$ cat src/rtl/spi_cmd_pkg.sv
// Shared types for the SPI command sequencer: opcodes, FSM states and the status byte layout.
package spi_cmd_pkg;

  localparam int unsigned BYTE_W = 8;

  typedef enum logic [1:0] {
    OP_NOP    = 2'b00,
    OP_WRITE  = 2'b01,
    OP_READ   = 2'b10,
    OP_STATUS = 2'b11
  } opcode_e;

  typedef enum logic [2:0] {
    IDLE,
    CMD,
    WRITE,
    READ,
    DISCARD
  } state_e;

  typedef struct packed {
    logic       error;
    logic [2:0] rsvd;
    logic [3:0] count;
  } status_t;

  function automatic status_t make_status(input logic err, input logic [3:0] cnt);
    status_t s;
    s.error = err;
    s.rsvd  = 3'b000;
    s.count = cnt;
    return s;
  endfunction

endpackage

$ cat src/rtl/spi_cmd_decode.sv
// Combinational decode of the first byte of a frame into opcode, address and illegal-address flag.
module spi_cmd_decode
  import spi_cmd_pkg::*;
#(
  parameter int unsigned ADDR_W = 3
) (
  input  logic [BYTE_W-1:0] cmd_i,
  output opcode_e           op_c,
  output logic [ADDR_W-1:0] addr_c,
  output logic              illegal_c
);

  // Bits [5:ADDR_W] must be zero for register-access commands.
  localparam logic [5:0] HI_MASK = 6'(6'h3F << ADDR_W);

  assign op_c      = opcode_e'(cmd_i[7:6]);
  assign addr_c    = cmd_i[ADDR_W-1:0];
  assign illegal_c = ((op_c == OP_WRITE) || (op_c == OP_READ)) && (|(cmd_i[5:0] & HI_MASK));

endmodule

$ cat src/rtl/spi_cmd_sequencer.sv
// Frame-level command sequencer behind the SPI byte receiver (burst write/read, status readback).
// Build option: define SPI_CMD_AUTOINC_EN to auto-increment the address after each data byte.
module spi_cmd_sequencer
  import spi_cmd_pkg::*;
#(
  parameter int unsigned ADDR_W = 3
) (
  input  logic              CLK,
  input  logic              RST,
  input  logic              CS,
  input  logic [7:0]        Buffer,
  input  logic              Changed,
  output logic              WrEn,
  output logic [ADDR_W-1:0] WrAddr,
  output logic [7:0]        WrData,
  output logic [ADDR_W-1:0] RdAddr,
  input  logic [7:0]        RdData,
  output logic [7:0]        TxData,
  output logic              TxLoad,
  output logic              Busy,
  output logic              Error,
  output logic [7:0]        FrameCount
);

`ifdef SPI_CMD_AUTOINC_EN
  localparam logic AUTOINC = 1'b1;
`else
  localparam logic AUTOINC = 1'b0;
`endif

  state_e            state_q, state_d;
  logic [ADDR_W-1:0] addr_q, addr_d;
  logic [ADDR_W-1:0] rd_addr_q, rd_addr_d;
  logic              wr_en_q, wr_en_d;
  logic [ADDR_W-1:0] wr_addr_q, wr_addr_d;
  logic [7:0]        wr_data_q, wr_data_d;
  logic [7:0]        tx_data_q, tx_data_d;
  logic              tx_load_q, tx_load_d;
  logic              busy_q, busy_d;
  logic              error_q, error_d;
  logic [7:0]        frame_cnt_q, frame_cnt_d;
  logic              byte_seen_q, byte_seen_d;
  logic              rd_pend_q, rd_pend_d;

  opcode_e           dec_op;
  logic [ADDR_W-1:0] dec_addr;
  logic              dec_illegal;
  logic [ADDR_W-1:0] addr_next;

  spi_cmd_decode #(.ADDR_W(ADDR_W)) u_decode (
    .cmd_i     (Buffer),
    .op_c      (dec_op),
    .addr_c    (dec_addr),
    .illegal_c (dec_illegal)
  );

  assign addr_next = AUTOINC ? (addr_q + ADDR_W'(1)) : addr_q;

  // State and datapath registers
  always_ff @(posedge CLK) begin
    if (RST) begin
      state_q     <= IDLE;
      addr_q      <= '0;
      rd_addr_q   <= '0;
      wr_en_q     <= 1'b0;
      wr_addr_q   <= '0;
      wr_data_q   <= '0;
      tx_data_q   <= '0;
      tx_load_q   <= 1'b0;
      busy_q      <= 1'b0;
      error_q     <= 1'b0;
      frame_cnt_q <= '0;
      byte_seen_q <= 1'b0;
      rd_pend_q   <= 1'b0;
    end else begin
      state_q     <= state_d;
      addr_q      <= addr_d;
      rd_addr_q   <= rd_addr_d;
      wr_en_q     <= wr_en_d;
      wr_addr_q   <= wr_addr_d;
      wr_data_q   <= wr_data_d;
      tx_data_q   <= tx_data_d;
      tx_load_q   <= tx_load_d;
      busy_q      <= busy_d;
      error_q     <= error_d;
      frame_cnt_q <= frame_cnt_d;
      byte_seen_q <= byte_seen_d;
      rd_pend_q   <= rd_pend_d;
    end
  end

  // Next-state and output logic
  always_comb begin
    state_d     = state_q;
    addr_d      = addr_q;
    rd_addr_d   = rd_addr_q;
    wr_en_d     = 1'b0;
    wr_addr_d   = wr_addr_q;
    wr_data_d   = wr_data_q;
    tx_data_d   = tx_data_q;
    tx_load_d   = 1'b0;
    error_d     = error_q;
    frame_cnt_d = frame_cnt_q;
    byte_seen_d = byte_seen_q;
    rd_pend_d   = 1'b0;

    // Read data is captured the cycle after RdAddr has been registered.
    if (rd_pend_q) begin
      tx_data_d = RdData;
      tx_load_d = 1'b1;
    end

    if (state_q == IDLE) begin
      byte_seen_d = 1'b0;
      if (!CS) state_d = CMD;
    end else if (CS) begin
      state_d = IDLE;
      if (byte_seen_q) frame_cnt_d = frame_cnt_q + 8'd1;
    end else if (Changed) begin
      byte_seen_d = 1'b1;
      case (state_q)
        CMD: begin
          if (dec_illegal) begin
            error_d = 1'b1;
            state_d = DISCARD;
          end else begin
            case (dec_op)
              OP_WRITE: begin
                addr_d  = dec_addr;
                state_d = WRITE;
              end
              OP_READ: begin
                addr_d    = dec_addr;
                rd_addr_d = dec_addr;
                rd_pend_d = 1'b1;
                state_d   = READ;
              end
              OP_STATUS: begin
                tx_data_d = make_status(error_q, frame_cnt_q[3:0]);
                tx_load_d = 1'b1;
                error_d   = 1'b0;
                state_d   = DISCARD;
              end
              default: state_d = DISCARD;
            endcase
          end
        end
        WRITE: begin
          wr_en_d   = 1'b1;
          wr_addr_d = addr_q;
          wr_data_d = Buffer;
          addr_d    = addr_next;
        end
        READ: begin
          addr_d    = addr_next;
          rd_addr_d = addr_next;
          rd_pend_d = 1'b1;
        end
        default: ;
      endcase
    end

    busy_d = (state_d != IDLE);
  end

  assign WrEn       = wr_en_q;
  assign WrAddr     = wr_addr_q;
  assign WrData     = wr_data_q;
  assign RdAddr     = rd_addr_q;
  assign TxData     = tx_data_q;
  assign TxLoad     = tx_load_q;
  assign Busy       = busy_q;
  assign Error      = error_q;
  assign FrameCount = frame_cnt_q;

endmodule

$ cat config.mk
export PLATFORM = sky130hd
export DESIGN_NAME = spi_cmd_sequencer
export DESIGN_NICKNAME = d
export VERILOG_FILES = /design/src/rtl/spi_cmd_pkg.sv /design/src/rtl/spi_cmd_decode.sv /design/src/rtl/spi_cmd_sequencer.sv
export SDC_FILE = /design/constraint.sdc
export NUM_CORES = 1
export LEC_CHECK = 0
export ABC_AREA = 1
export CAP_MARGIN = 0
export CORE_MARGIN = 10
export CORE_UTILIZATION = 30
export CTS_CLUSTER_SIZE = 25
export DETAILED_ROUTE_END_ITERATION = 16
export SLEW_MARGIN = 20
export SYNTH_ARGS = -nofsm -noshare
export SYNTH_HDL_FRONTEND = slang
export SYNTH_SLANG_ARGS = --single-unit
export TNS_END_PERCENT = 1
$ cat constraint.sdc
create_clock -name CLK -period 3.12 [get_ports CLK]
set_clock_uncertainty 0.2 [all_clocks]
set_input_delay 0.624 -clock CLK [delete_from_list [all_inputs] [get_ports CLK]]
set_output_delay 0.624 -clock CLK [all_outputs]
set_load 0.05 [all_outputs]
### Signal wires on met1, run 1

Supply wires on this layer in gray.
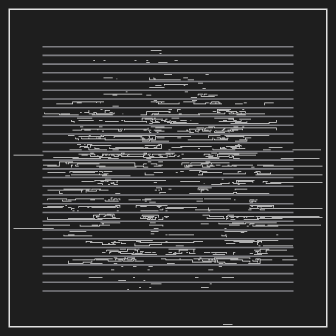
main direction: horizontal
wire length on this layer: 2160 um
longest straight run: 22.1 um
nets with wire on the layer: 296
via count: 1751
total wire length: 4732 um
met1 demand-to-capacity share in global routing: 0.1167

### Met2 routing, run 1

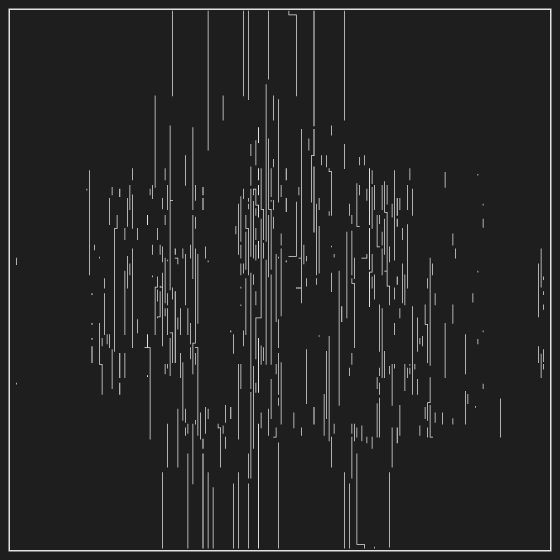
nets with wire on the layer: 253
share of all routed wire: 44%
wire length on this layer: 2080 um
main direction: vertical
longest straight run: 31.6 um
met2 track demand over resource: 0.1583

### Metal 3, run 1

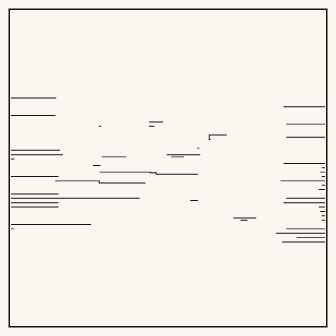
wire length on this layer: 432 um
main direction: horizontal
global-route met3 utilization: 0.04609

==> flow_metrics.rpt, run 1 <==
=== SYNTHESIS / PLACE & ROUTE SUMMARY ===
----------------------------------------------------
[STA]
  Transition time at the pin with the least slew margin ........................ 0.5496 ns
  Min Hold Slack ........................ 0.2690 ns
  Achievable frequency ........................ 0.4121 GHz
  Final number of hold-violating endpoints ........................ 0
  Unrepaired setup endpoints after global routing ........................ no
  Accumulated negative setup slack ........................ 0 ns
  Final count of negative-setup-slack endpoints ........................ 0

[Routing]
  Number of search-and-repair iterations in the first detailed-routing pass ........................ 6
  Initial DRC Count ........................ 74
  Remaining antenna violation count after routing ........................ 0
  Avg Vias per Cell ........................ between 4 and 5
  Wirelength per Cell ........................ 12.32 um

[Synth]
  Largest cells by area after synthesis ........................ dfxtp_1 (46%), nand2_1 (12%), nor2_1 (11%)
  Area of the mapped netlist ........................ 1847 sq um
  Avg Inst Size Synth ........................ 7.271 sq um
  Flip-flop and latch count after synthesis ........................ 42
  Sequential fraction of the synthesis area ........................ 0.4553
  Yosys Chip Area ........................ ~1800 sq um
  Post-synth top area share ........................ 0.4553

[Clock network]
  Total CTS buffers ........................ 5
  Root buffer selected by CTS ........................ clkbuf_8
  Number of setup buffers added after CTS ........................ 0
  Number of buffers on the longest clock path ........................ 2
  Level count of the clock H-tree ........................ 2
  TritonCTS clock tree ........................ yes

[Place]
  Half-perimeter wire length after detailed placement ........................ 3666 um
  Count of input and output buffers ........................ 53
  Pre-CTS setup slack ........................ 0.6345 ns
  Total cell area at the placement stage ........................ between 2000 and 2500 sq um
  GPL Wtd Cong ........................ 0.7937

[Floorplan]
  Vertical die size ........................ 98.46 um
  IO Count ........................ around 54
  Site row count ........................ 28
  Die span in x ........................ 98.46 um
  Core region area ........................ 5956 sq um
  Chip area ........................ 9694 sq um

[Run status]
  Result of the run ........................ completed

[Final layout]
  End-of-flow core utilization ........................ 0.4229
  Post-layout instance area ........................ 2519 sq um
  Final cell count without fillers ........................ between 300 and 400

[Power]
  Total Power ........................ 988.1 uW
  Static leakage ........................ 1.057 nW

[Job]
  Max-cap viol count ........................ 0
  Count of warning messages emitted by the tools ........................ 27

[Critical path]
  Endpoint arrival time on the critical path ........................ approximately 1.6 ns
  Peak fanout along the critical path ........................ 7
  Type of destination of the critical path ........................ output port
  Count of buffering cells on the critical path with inverters included ........................ 1
  Slowest cell on the critical path ........................ clkdlybuf4s50_1
  Required time at the worst-slack endpoint ........................ 2.30 ns
  Cells along the critical path ........................ clkdlybuf4s50_1

[Global route]
  Via count of the first global-routing pass ........................ 1766
  GRT Overall Usage ........................ 0.09993

----------------------------------------------------
-- run 1: path summary, 6_finish.rpt --
path / from / endpoint / slack [ns] / cells past startpoint
max: FrameCount[2] / FrameCount[2] / 0.69 / 1
min: TxData[5] / TxData[5] / 0.27 / 2
max reg2reg: state_q[0] / TxData[1] / 1.52 / 6
min reg2reg: TxData[5] / TxData[5] / 0.27 / 2
-- run 1: layer usage --
metal,vias up,global-route usage,routed length (um),part of all wire
li1,925,-,-,-
met1,762,0.1167,2159,0.46
met2,56,0.1583,2083,0.44
met3,8,0.04609,432,0.091
met4,0,0.03308,56,0.012
met5,-,0,0,0
-- run 1: synth_stat cells, drive strengths merged --
cell / count
nand2: 60
buf: 6
nand3b: 1
a21boi: 1
dfxtp: 42
nor3: 1
o21ai: 18
nand3: 18
a31oi: 1
a21oi: 18
ha: 3
xnor2: 1
clkbuf: 2
inv: 18
nor2: 59
nand4: 4
clkinv: 1
-- run 1: cell type report --
type                    instances  area (sq um)
fillers                       641          3437
multi-input cells             185         872.1
flip-flops and latches         42         840.8
repair buffers                 55         545.5
well taps                      75         93.84
clock buffers                   6         82.58
inverters                      19         71.32
clock inverters                 2         12.51
-- run 1: power by group --
group	switching (mW)	leakage, nW	total, mW	internal [mW]
combinational	0.0445	0.671	0.0815	0.0370
sequential	0.00416	0.339	0.544	0.539
clock	0.185	0.0472	0.363	0.178
total	0.234	1.06	0.988	0.754
-- run 1: logic make-up (layout without fill, tap and decap cells) --
family	after synthesis	count (layout)	synth area share
buffers and inverters	27	82	0.07249
and+or+nand+nor	143	143	0.3421
xor gates and xnor gates	1	1	0.004743
DFF	42	42	0.4553
adders and majority gates	3	3	0.02033
AOI/OAI and AO/OA	38	38	0.1050
### Wire density map, run 1

The bar under the picture is 20 um long. The die is cut into 20 by 20 equal tiles; dark purple is low, yellow is high, scaled to the fullest tile. Values are wire area over tile area, all layers added.
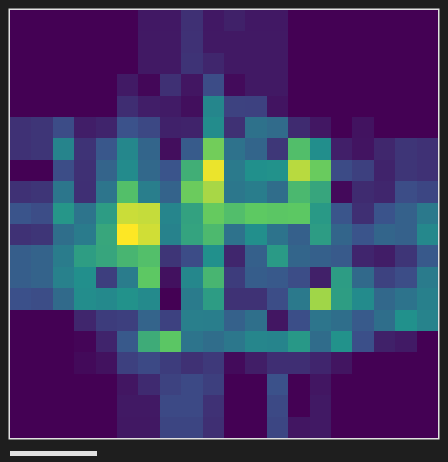

==> run 1 -> run 2 <==
Clock period 3.12 ns to 2.36 ns, I/O delays scaled along.
### Wire density map, run 2

The bar under the picture is 20 um long. The die is cut into 20 by 20 equal tiles; dark purple is low, yellow is high, scaled to the fullest tile. Values are wire area over tile area, all layers added.
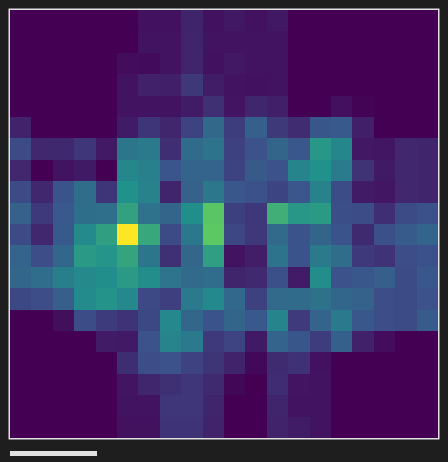
mean over tiles: 0.084
fullest tile: 0.52
nearly empty tiles: 31%
densest ninth of the die: left middle
tiles over half the peak: 4.3%
emptiest ninth of the die: top left
total wire length: 4998 um
Wirelength per Cell: 12.85 um
via count: 1784

==> run 2 against run 1 <==
Compared with the run above: area after synthesis unchanged; count of clock-buffer cells in the layout is the same; register-to-register slack worse by 0.78 ns; final cell count up 1.3%; combinational power increased by 37%; sequential share of layout area decreased by 1.1 points; flip-flop count is the same; routed wire length increased by 5.6%; synthesized cell count did not move; via count increased by 1.9%; final area up 3.4%; sequential power grew 32%; critical endpoint unchanged; largest cell class unchanged; largest power group unchanged.
==> flow_metrics.rpt, run 2 <==
=== SYNTHESIS / PLACE & ROUTE SUMMARY ===
----------------------------------------------------
[Power]
  Combinational logic power ........................ 112 uW
  Main power-consuming group ........................ sequential cells
  Total Power ........................ 1.526 mW
  Switching power total ........................ 309.7 uW
  Power share of the clock group ........................ 0.455
  Proportion of power drawn by combinational gates ........................ 0.073
  Clk power ........................ 695 uW
  Sequential power ........................ 719 uW
  Switching Fraction ........................ 0.2030

[Synth]
  Dominant Register Cell ........................ dfxtp_1
  FFs w/ async S/R, synth ........................ 0
  Sequential fraction of the synthesis area ........................ 0.4553
  Area of the mapped netlist ........................ 1847 sq um
  Largest cells by area after synthesis ........................ dfxtp_1 (46%), nand2_1 (12%), nor2_1 (11%)

[Final layout]
  Final cell count without fillers ........................ 389

[STA]
  Min Hold Slack ........................ 0.2647 ns
  Achievable frequency ........................ around 0.44 GHz
  Final number of hold-violating endpoints ........................ 0
  Unrepaired setup endpoints after global routing ........................ no
  Accumulated negative setup slack ........................ 0 ns

[Clock network]
  Root buffer selected by CTS ........................ clkbuf_8
  Level count of the clock H-tree ........................ 2

[Floorplan]
  IO Count ........................ 54
  Core region area ........................ 5956 sq um
  Vertical die size ........................ 98.46 um
  Site row count ........................ 28
  Die span in x ........................ 98.46 um

[Job]
  Max-cap viol count ........................ 0

[Critical path]
  Type of destination of the critical path ........................ output port
  Endpoint arrival time on the critical path ........................ 1.59 ns
  Peak fanout along the critical path ........................ 7
  Slowest cell on the critical path ........................ clkdlybuf4s50_1
  Cells along the critical path ........................ clkdlybuf4s50_1

[Place]
  Half-perimeter wire length after detailed placement ........................ 3748 um
  GPL Wtd Cong ........................ 0.8103

[Routing]
  Number of search-and-repair iterations in the first detailed-routing pass ........................ 4
  Initial DRC Count ........................ 82
  Remaining antenna violation count after routing ........................ 0

[Run status]
  Result of the run ........................ completed

[Global route]
  Via count of the first global-routing pass ........................ between 1500 and 2000
  GRT Overall Usage ........................ 0.1049

----------------------------------------------------
### Clock routing, run 2

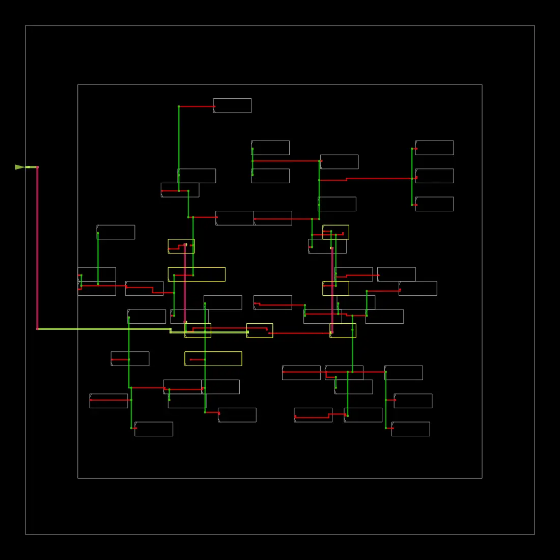
number of sinks driven by the clock tree: 42
Seq Cell Count: 42

run 2: area by class of cell:
class	count	area (sq um)	area share
multi-input combinational	185	872.1	0.3349
tap	75	93.84	0.03604
clock buffer	6	82.58	0.03172
timing repair buffer	60	583.1	0.2239
clock inverter	2	60.06	0.02307
inverter	19	71.32	0.02739
sequential	42	840.8	0.3229
run 2: metal layers:
metal / wire [um] / vias up / GRT usage
li1: - / 929 / -
met1: 2194 / 799 / 0.1178
met2: 2322 / 50 / 0.1730
met3: 419 / 6 / 0.04469
met4: 62 / 0 / 0.03859
met5: 0 / - / 0
run 2: path summary, 6_finish.rpt:
path                   endpoint           from  slack [ns]  cells past startpoint
setup / recovery  FrameCount[2]  FrameCount[2]         0.1                      1
hold / removal        TxData[4]      TxData[4]        0.26                      2
setup reg to reg          Error     state_q[0]        0.74                      5
hold reg to reg       TxData[4]      TxData[4]        0.26                      2
run 2: cell families (layout without fill, tap and decap cells):
| family | Yosys count | in the layout | share of synthesized area |
|---|---|---|---|
| and+or+nand+nor | 143 | 143 | 0.3421 |
| DFF | 42 | 42 | 0.4553 |
| AOI/OAI and AO/OA | 38 | 38 | 0.1050 |
| adders and majority gates | 3 | 3 | 0.02033 |
| buffers and inverters | 27 | 87 | 0.07249 |
| xor gates and xnor gates | 1 | 1 | 0.004743 |
run 2: worst register-to-register path, cell delays in order, from the launching register on:
cell and delay [ns]:
dfxtp_1 0.55, nand3_2 0.15, nor2_4 0.13, nand3_2 0.24
nand2_2 0.19, nor2_1 0.06
run 2: stage by stage:
step	worst slack (ns)	cell area [sq um]
after CTS	0.08124	2604
after global placement	0.08817	2461
after detailed placement	0.06579	2461
final	0.09616	2604
after global routing	0.02064	2604
after floorplan	0.6753	1847
Power is estimated from default activity; no workload was simulated.
